$ cat src/rtl/dma_pkt_unpacker_pkg.sv
// Shared constants, state encoding, beat payload and keep helper for the DMA packet unpacker.
package dma_pkt_pkg;

    localparam int unsigned DWIDTH        = 64;
    localparam int unsigned KWIDTH        = DWIDTH / 8;
    localparam int unsigned HDR_LEN_LSB   = 0;
    localparam int unsigned LWIDTH        = 16;
    localparam int unsigned MAX_PKT_BYTES = 9600;
    localparam int unsigned CWIDTH        = 16;
    // Wide enough for ceil((2^LWIDTH-1)/8) so an oversized header cannot wrap before it is rejected.
    localparam int unsigned WCNT_WIDTH    = LWIDTH - 2;

    typedef enum logic [1:0] {
        S_IDLE,
        S_DATA
    } pkt_state_t;

    typedef struct packed {
        logic [DWIDTH-1:0] data;
        logic [KWIDTH-1:0] keep;
        logic              last;
    } axis_beat_t;

    function automatic logic [KWIDTH-1:0] keep_from_len(input logic [2:0] rem);
        if (rem == 3'd0) begin
            return '1;
        end
        return (KWIDTH'(1) << rem) - KWIDTH'(1);
    endfunction

endpackage

$ cat src/rtl/dma_pkt_unpacker_if.sv
// FIFO pull side and AXI-stream master side of the packet unpacker.
interface dma_pkt_unpacker_if;
    import dma_pkt_pkg::*;

    logic              fifo_empty;
    logic [DWIDTH-1:0] fifo_data;
    logic              fifo_pull;
    logic [DWIDTH-1:0] m_tdata;
    logic [KWIDTH-1:0] m_tkeep;
    logic              m_tvalid;
    logic              m_tlast;
    logic              m_tready;

    modport master (
        input  fifo_empty, fifo_data, m_tready,
        output fifo_pull, m_tdata, m_tkeep, m_tvalid, m_tlast
    );

    modport slave (
        output fifo_empty, fifo_data, m_tready,
        input  fifo_pull, m_tdata, m_tkeep, m_tvalid, m_tlast
    );

endinterface

$ cat src/rtl/dma_pkt_unpacker.sv
// Pops header+data words from the DMA packet FIFO and emits AXI-stream beats with tkeep/tlast.
module dma_pkt_unpacker
    import dma_pkt_pkg::*;
(
    input  logic                clk,
    input  logic                rst_n,
    input  logic                enable_i,
    dma_pkt_unpacker_if.master  pkt_if,
    output logic                pkt_done_o,
    output logic                pkt_err_o,
    output logic [CWIDTH-1:0]   pkt_cnt_o,
    output logic [CWIDTH-1:0]   err_cnt_o
);

    pkt_state_t             state_q, state_d;
    logic [WCNT_WIDTH-1:0]  words_left_q, words_left_d;
    logic [KWIDTH-1:0]      last_keep_q, last_keep_d;
    axis_beat_t             beat_q, beat_d;
    logic                   valid_q, valid_d;
    logic                   done_q, done_d;
    logic                   err_q, err_d;
    logic [CWIDTH-1:0]      pkt_cnt_q, pkt_cnt_d;
    logic [CWIDTH-1:0]      err_cnt_q, err_cnt_d;
    logic [LWIDTH-1:0]      hdr_len;
    logic                   last_word;
    logic                   ld;
    logic                   pull;

    assign hdr_len   = pkt_if.fifo_data[HDR_LEN_LSB +: LWIDTH];
    assign last_word = (words_left_q == WCNT_WIDTH'(1));

    // Next-state, counters and output-register load.
    always_comb begin
        state_d      = state_q;
        words_left_d = words_left_q;
        last_keep_d  = last_keep_q;
        beat_d       = beat_q;
        valid_d      = valid_q;
        err_d        = 1'b0;
        err_cnt_d    = err_cnt_q;
        ld           = 1'b0;
        pull         = 1'b0;
        done_d       = valid_q && pkt_if.m_tready && beat_q.last;
        pkt_cnt_d    = done_d ? pkt_cnt_q + CWIDTH'(1) : pkt_cnt_q;

        case (state_q)
            S_IDLE: begin
                if (enable_i && !pkt_if.fifo_empty) begin
                    pull         = 1'b1;
                    words_left_d = WCNT_WIDTH'((17'(hdr_len) + 17'd7) >> 3);
                    last_keep_d  = keep_from_len(hdr_len[2:0]);
                    if ((hdr_len == '0) || (32'(hdr_len) > MAX_PKT_BYTES)) begin
                        err_d = 1'b1;
                        if (err_cnt_q != '1) begin
                            err_cnt_d = err_cnt_q + CWIDTH'(1);
                        end
                    end else begin
                        state_d = S_DATA;
                    end
                end
            end
            S_DATA: begin
                ld   = !pkt_if.fifo_empty && (!valid_q || pkt_if.m_tready);
                pull = ld;
                if (ld) begin
                    beat_d.data  = pkt_if.fifo_data;
                    beat_d.last  = last_word;
                    beat_d.keep  = last_word ? last_keep_q : '1;
                    valid_d      = 1'b1;
                    words_left_d = words_left_q - WCNT_WIDTH'(1);
                    if (last_word) begin
                        state_d = S_IDLE;
                    end
                end
            end
            default: state_d = S_IDLE;
        endcase

        // Accepted beat with nothing behind it: drop valid, keep payload.
        if (valid_q && pkt_if.m_tready && !ld) begin
            valid_d = 1'b0;
        end
    end

    always_ff @(posedge clk or negedge rst_n) begin
        if (!rst_n) begin
            state_q      <= S_IDLE;
            words_left_q <= '0;
            last_keep_q  <= '0;
            beat_q       <= '0;
            valid_q      <= 1'b0;
            done_q       <= 1'b0;
            err_q        <= 1'b0;
            pkt_cnt_q    <= '0;
            err_cnt_q    <= '0;
        end else begin
            state_q      <= state_d;
            words_left_q <= words_left_d;
            last_keep_q  <= last_keep_d;
            beat_q       <= beat_d;
            valid_q      <= valid_d;
            done_q       <= done_d;
            err_q        <= err_d;
            pkt_cnt_q    <= pkt_cnt_d;
            err_cnt_q    <= err_cnt_d;
        end
    end

    assign pkt_if.fifo_pull = pull;
    assign pkt_if.m_tdata   = beat_q.data;
    assign pkt_if.m_tkeep   = beat_q.keep;
    assign pkt_if.m_tlast   = beat_q.last;
    assign pkt_if.m_tvalid  = valid_q;
    assign pkt_done_o       = done_q;
    assign pkt_err_o        = err_q;
    assign pkt_cnt_o        = pkt_cnt_q;
    assign err_cnt_o        = err_cnt_q;

endmodule

$ cat src/flat_wrapper.sv
// flat-port wrapper written by rule: the top's interface ports become plain ports
module dma_pkt_unpacker_flat import dma_pkt_pkg::*;
  (clk, rst_n, enable_i, pkt_done_o, pkt_err_o, pkt_cnt_o, err_cnt_o, pkt_if_fifo_empty, pkt_if_fifo_data, pkt_if_m_tready, pkt_if_fifo_pull, pkt_if_m_tdata, pkt_if_m_tkeep, pkt_if_m_tvalid, pkt_if_m_tlast);
  dma_pkt_unpacker_if pkt_if_i ();
  input  logic clk;
  input  logic rst_n;
  input  logic enable_i;
  output logic pkt_done_o;
  output logic pkt_err_o;
  output logic [CWIDTH-1:0] pkt_cnt_o;
  output logic [CWIDTH-1:0] err_cnt_o;
  input wire logic [$bits(pkt_if_i.fifo_empty)-1:0] pkt_if_fifo_empty;
  input wire logic [$bits(pkt_if_i.fifo_data)-1:0] pkt_if_fifo_data;
  input wire logic [$bits(pkt_if_i.m_tready)-1:0] pkt_if_m_tready;
  output wire logic [$bits(pkt_if_i.fifo_pull)-1:0] pkt_if_fifo_pull;
  output wire logic [$bits(pkt_if_i.m_tdata)-1:0] pkt_if_m_tdata;
  output wire logic [$bits(pkt_if_i.m_tkeep)-1:0] pkt_if_m_tkeep;
  output wire logic [$bits(pkt_if_i.m_tvalid)-1:0] pkt_if_m_tvalid;
  output wire logic [$bits(pkt_if_i.m_tlast)-1:0] pkt_if_m_tlast;
  assign pkt_if_i.fifo_empty = pkt_if_fifo_empty;
  assign pkt_if_i.fifo_data = pkt_if_fifo_data;
  assign pkt_if_i.m_tready = pkt_if_m_tready;
  assign pkt_if_fifo_pull = pkt_if_i.fifo_pull;
  assign pkt_if_m_tdata = pkt_if_i.m_tdata;
  assign pkt_if_m_tkeep = pkt_if_i.m_tkeep;
  assign pkt_if_m_tvalid = pkt_if_i.m_tvalid;
  assign pkt_if_m_tlast = pkt_if_i.m_tlast;
  dma_pkt_unpacker u_core (.clk(clk), .rst_n(rst_n), .enable_i(enable_i), .pkt_if(pkt_if_i), .pkt_done_o(pkt_done_o), .pkt_err_o(pkt_err_o), .pkt_cnt_o(pkt_cnt_o), .err_cnt_o(err_cnt_o));
endmodule
$ cat config.mk
export PLATFORM = sky130hd
export DESIGN_NAME = dma_pkt_unpacker_flat
export DESIGN_NICKNAME = d
export VERILOG_FILES = /design/src/rtl/dma_pkt_unpacker_pkg.sv /design/src/rtl/dma_pkt_unpacker_if.sv /design/src/rtl/dma_pkt_unpacker.sv /design/src/flat_wrapper.sv
export SDC_FILE = /design/constraint.sdc
export NUM_CORES = 1
export LEC_CHECK = 0
export ABC_AREA = 1
export ABC_CLOCK_PERIOD_IN_PS = 1900
export CORE_ASPECT_RATIO = 0.6
export CORE_MARGIN = 2
export CORE_UTILIZATION = 55
export CTS_CLUSTER_DIAMETER = 50
export DETAILED_ROUTE_END_ITERATION = 7
export DONT_BUFFER_PORTS = 1
export PLACE_DENSITY_LB_ADDON = 0.05
export SLEW_MARGIN = 5
export SYNTH_ARGS = -nofsm -noshare
export SYNTH_HDL_FRONTEND = slang
export SYNTH_SLANG_ARGS = --single-unit
$ cat constraint.sdc
create_clock -name clk -period 1.9 [get_ports clk]
set_input_delay 0.38 -clock clk [delete_from_list [all_inputs] [get_ports clk]]
set_output_delay 0.38 -clock clk [all_outputs]
set_load 0.01 [all_outputs]
==> results_dict.tcl, run 1 <==
# flow metrics
set metrics [dict create \
    outcome "complete, but fails checks" \
    violations "negative hold slack" \
    synth-edff-count 0 \
    clkTransAtPathRegs_ns 0.07 \
    num-multi-input-gates 598 \
    hold_slack_ns -0.348 \
    timing.critical_path.mode_cell "sky130_fd_sc_hd__nor2_2" \
    place_ws_ns 0.165 \
    dominant-cell-class "sequential cells" \
    global_route.usage.met1 0.405 \
    wire_length_of_the_first_global_routing_pass_mm 25.6 \
    cp_data_required_time_ns 1.52 \
    grt_overflow_total 0 \
    worst_setup_path_startpoint "u_core.pkt_if.m_tvalid" \
    final_layout_top_logic_cell "sky130_fd_sc_hd__nand2_1" \
    placement_rows 30 \
    ys_cells 815 \
    clock_buffer_count 18 \
    finish.cell_count_without_fillers 984 \
    floorplan.tapcells 144 \
    final_critical_path_required_period_ns 1.85 \
    logic_family "simple AND/OR/NAND/NOR gates" \
    r2r_cells 7 \
    detail_route.wirelength_mm 16.4 \
    grt_usage 0.266 \
    period_used_share 0.972 \
    worst_path_max_delay_cell "sky130_fd_sc_hd__dfrtp_1" \
    synth.cellmix.simpleShare 0.332 \
    totalNegativeSetupSlack_ns 0 \
    synthArstFlopShare 1.00 \
    power_per_cell_area_mw_per_mm2 1420 \
    area.share.sequential 0.460 \
    post_synth_xor_area_fraction 0.0319 \
    final-hold-violation-count 131 \
    reg2reg_setup_slack_ns 0.18 \
    area_growth_pct 12.8 \
    routed_vias_inst 5.54 \
    ctsLongestPathBuffers 2 \
    power.group.top "sequential cells" \
]
Figure 1. Supply network (run 1).
Scale bar: 50 um. Pins as bars on the die edge.
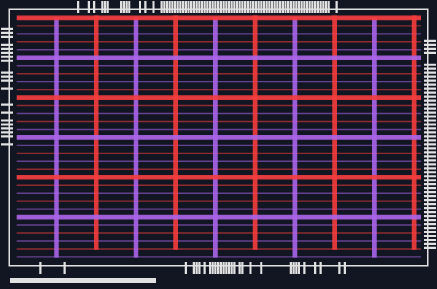
Key: VDD = red; VSS = purple
6 straps on met5. 10 straps on met4.
DIE WIDTH: 142 um
Core Region: 0.0113 mm2

Figure 2. Cell classes on the final placement (run 1).
Fill, decap, tap and diode cells in grey.
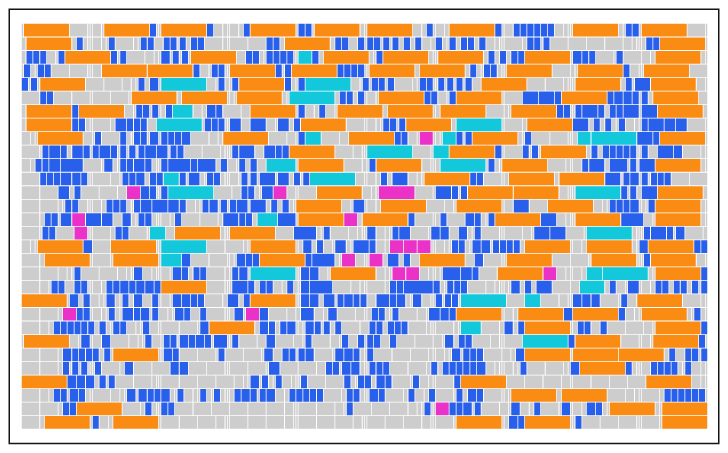
Key: flops = orange [cells 131, share of their area 47%]; clock drivers and dummy loads = cyan [cells 32, share of their area 8.3%]; combinational and other logic = blue [cells 659, share of their area 42%]; other buffers and delay cells = magenta [cells 18, share of their area 2.1%]

Figure 3. Routed clock nets over the placement (run 1).
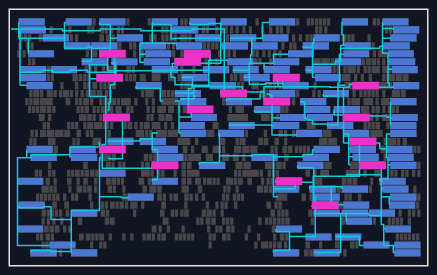
Key: clock drivers = magenta [count 17]; clock wires = cyan [length 1620 um]; flip-flops = blue [count 131]
There are 18 routed clock nets. Position of the flops: all over the die.

==> run 2, diff against run 1 <==
- CORE_UTILIZATION: 55 -> 37
Figure 4. Supply network (run 2).
Scale bar: 50 um. Pins as bars on the die edge.
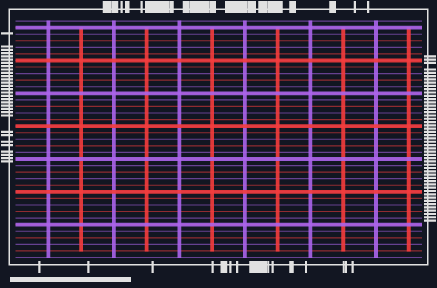
Key: VDD = red; VSS = purple
37 met1 rails follow the rows. The core has 36 rows. 12 straps on met4. 7 straps on met5.

==> run 2 against run 1 <==
Against the previous run:
- the run still ends with negative hold slack left
- critical path depth increased by 2
- power up 3.4%
- clock skew down 0.0030 ns
- critical path type unchanged
- critical endpoint unchanged
- largest cell class unchanged
- highest routed layer unchanged
==> results_dict.tcl, run 2 <==
# flow metrics
set metrics [dict create \
    global_route.usage.met1 0.311 \
    area.share.sequential 0.448 \
    logic_family "simple AND/OR/NAND/NOR gates" \
    worst_path_max_delay_cell "sky130_fd_sc_hd__dfrtp_2" \
    power.group.top "sequential cells" \
    synth-edff-count 0 \
    clock_buffer_count 19 \
    clkTransAtPathRegs_ns 0.07 \
    ys_cells 815 \
    violations "negative hold slack" \
    die_w_um 173 \
    hold_slack_ns -0.337 \
    grt_overflow_total 0 \
    area_growth_pct 15.7 \
    final_layout_top_logic_cell "sky130_fd_sc_hd__nand2_1" \
    grt_usage 0.203 \
    detail_route.wirelength_mm 17.9 \
    synth.cellmix.simpleShare 0.332 \
    num-multi-input-gates 598 \
    power_per_cell_area_mw_per_mm2 1430 \
    routed_vias_inst 5.03 \
    wire_length_of_the_first_global_routing_pass_mm 28.9 \
    cp_data_required_time_ns 1.52 \
    place_ws_ns 0.0945 \
    finish.cell_count_without_fillers 1070 \
    reg2reg_setup_slack_ns 0.16 \
    floorplan.tapcells 228 \
    placement_rows 36 \
    final_critical_path_required_period_ns 1.87 \
    timing.critical_path.mode_cell "sky130_fd_sc_hd__buf_6" \
    final-hold-violation-count 131 \
    outcome "complete, but fails checks" \
    totalNegativeSetupSlack_ns 0 \
    syn_avg_cell_area_um2 7.75 \
    post_synth_xor_area_fraction 0.0319 \
    worst_setup_path_startpoint "u_core.pkt_if.m_tvalid" \
    synthArstFlopShare 1.00 \
    ctsLongestPathBuffers 2 \
    dominant-cell-class "sequential cells" \
    topRoutingLayerUsed "met4" \
]
Figure 5. Routed clock nets over the placement (run 2).
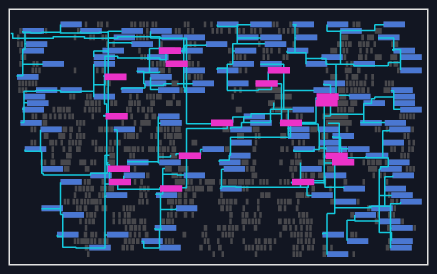
Key: flip-flops = blue [count 131]; clock wires = cyan [length 1940 um]; clock drivers = magenta [count 17]
There are 18 routed clock nets. Position of the flops: all over the die.

==> run 3, diff against run 2 <==
- CELL_PAD_IN_SITES_DETAIL_PLACEMENT: unset -> 2
- CELL_PAD_IN_SITES_GLOBAL_PLACEMENT: unset -> 2
- CORE_UTILIZATION: 37 -> 35
- GPL_ROUTABILITY_DRIVEN: unset -> 0
Figure 6. Routed clock nets over the placement (run 3).
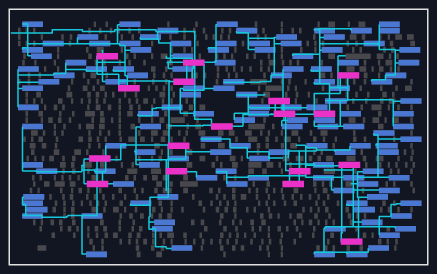
Key: flip-flops = blue [count 131]; clock drivers = magenta [count 17]; clock wires = cyan [length 2000 um]
Position of the flops: all over the die.

==> run 3 against run 2 <==
Against the previous run:
- the run still ends with negative hold slack left
- first-iteration DRC count fell by 48%
- cell count rose by 1.5%
- flip-flop count did not move
- critical endpoint unchanged
- cell area rose by 1.2%
- largest power group unchanged
- non-clock buffer count rose by 10
==> results_dict.tcl, run 3 <==
# flow metrics
set metrics [dict create \
    clkTransAtPathRegs_ns 0.06 \
    place_ws_ns -0.00513 \
    reg2reg_setup_slack_ns 0.16 \
    sequentialPower_mw 4.70 \
    top_area_cell_types "sky130_fd_sc_hd__dfrtp_1 (52%), sky130_fd_sc_hd__nand2_1 (21%), sky130_fd_sc_hd__nor2_1 (4.0%)" \
    final_critical_path_required_period_ns 1.83 \
    timing.critical_path.arrival_ns 1.45 \
    cp_data_required_time_ns 1.52 \
    synth-edff-count 0 \
    global_route.usage.met1 0.334 \
    ys_cells 815 \
    post_synth_xor_area_fraction 0.0319 \
    topRoutingLayerUsed "met4" \
    syn_avg_cell_area_um2 7.75 \
    num-multi-input-gates 598 \
    final_layout_top_logic_cell "sky130_fd_sc_hd__nand2_1" \
    die_w_um 177 \
    synthArstFlopShare 1.00 \
    dominant-cell-class "sequential cells" \
    routed_vias_inst 5.23 \
    worst_path_max_delay_cell "sky130_fd_sc_hd__dfrtp_1" \
    cts_setup_buffers 1 \
    power_per_cell_area_mw_per_mm2 1440 \
    core_area_mm2 0.0174 \
    floorplan.tapcells 234 \
    ctsLongestPathBuffers 2 \
    r2r_cells 7 \
    wire_length_of_the_first_global_routing_pass_mm 35.8 \
    hold_slack_ns -0.345 \
    violations "negative hold slack" \
    period_used_share 0.961 \
    logic_family "simple AND/OR/NAND/NOR gates" \
    detail_route.wirelength_mm 22.5 \
    clock_buffer_count 18 \
    outcome "complete, but fails checks" \
    synth.cellmix.simpleShare 0.332 \
    grt_overflow_total 0 \
    final-hold-violation-count 131 \
]
Figure 7. Cell classes on the final placement (run 3).
Fill, decap, tap and diode cells in grey.
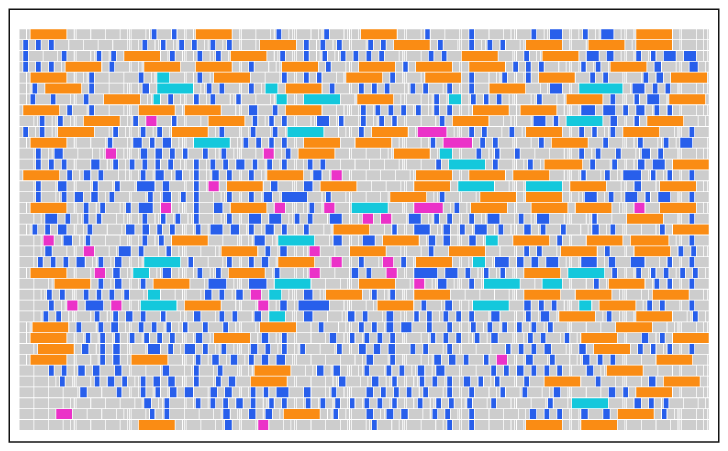
Key: flops = orange [cells 131, share of their area 46%]; other buffers and delay cells = magenta [cells 30, share of their area 3.7%]; combinational and other logic = blue [cells 659, share of their area 42%]; clock drivers and dummy loads = cyan [cells 32, share of their area 8.2%]
final core utilization: 0.425
share of the final layout cell area in sequential cells: 0.443
final instance area: 0.00740 mm2
standard-cell row count: 37

Power and IR drop assume default switching activity.
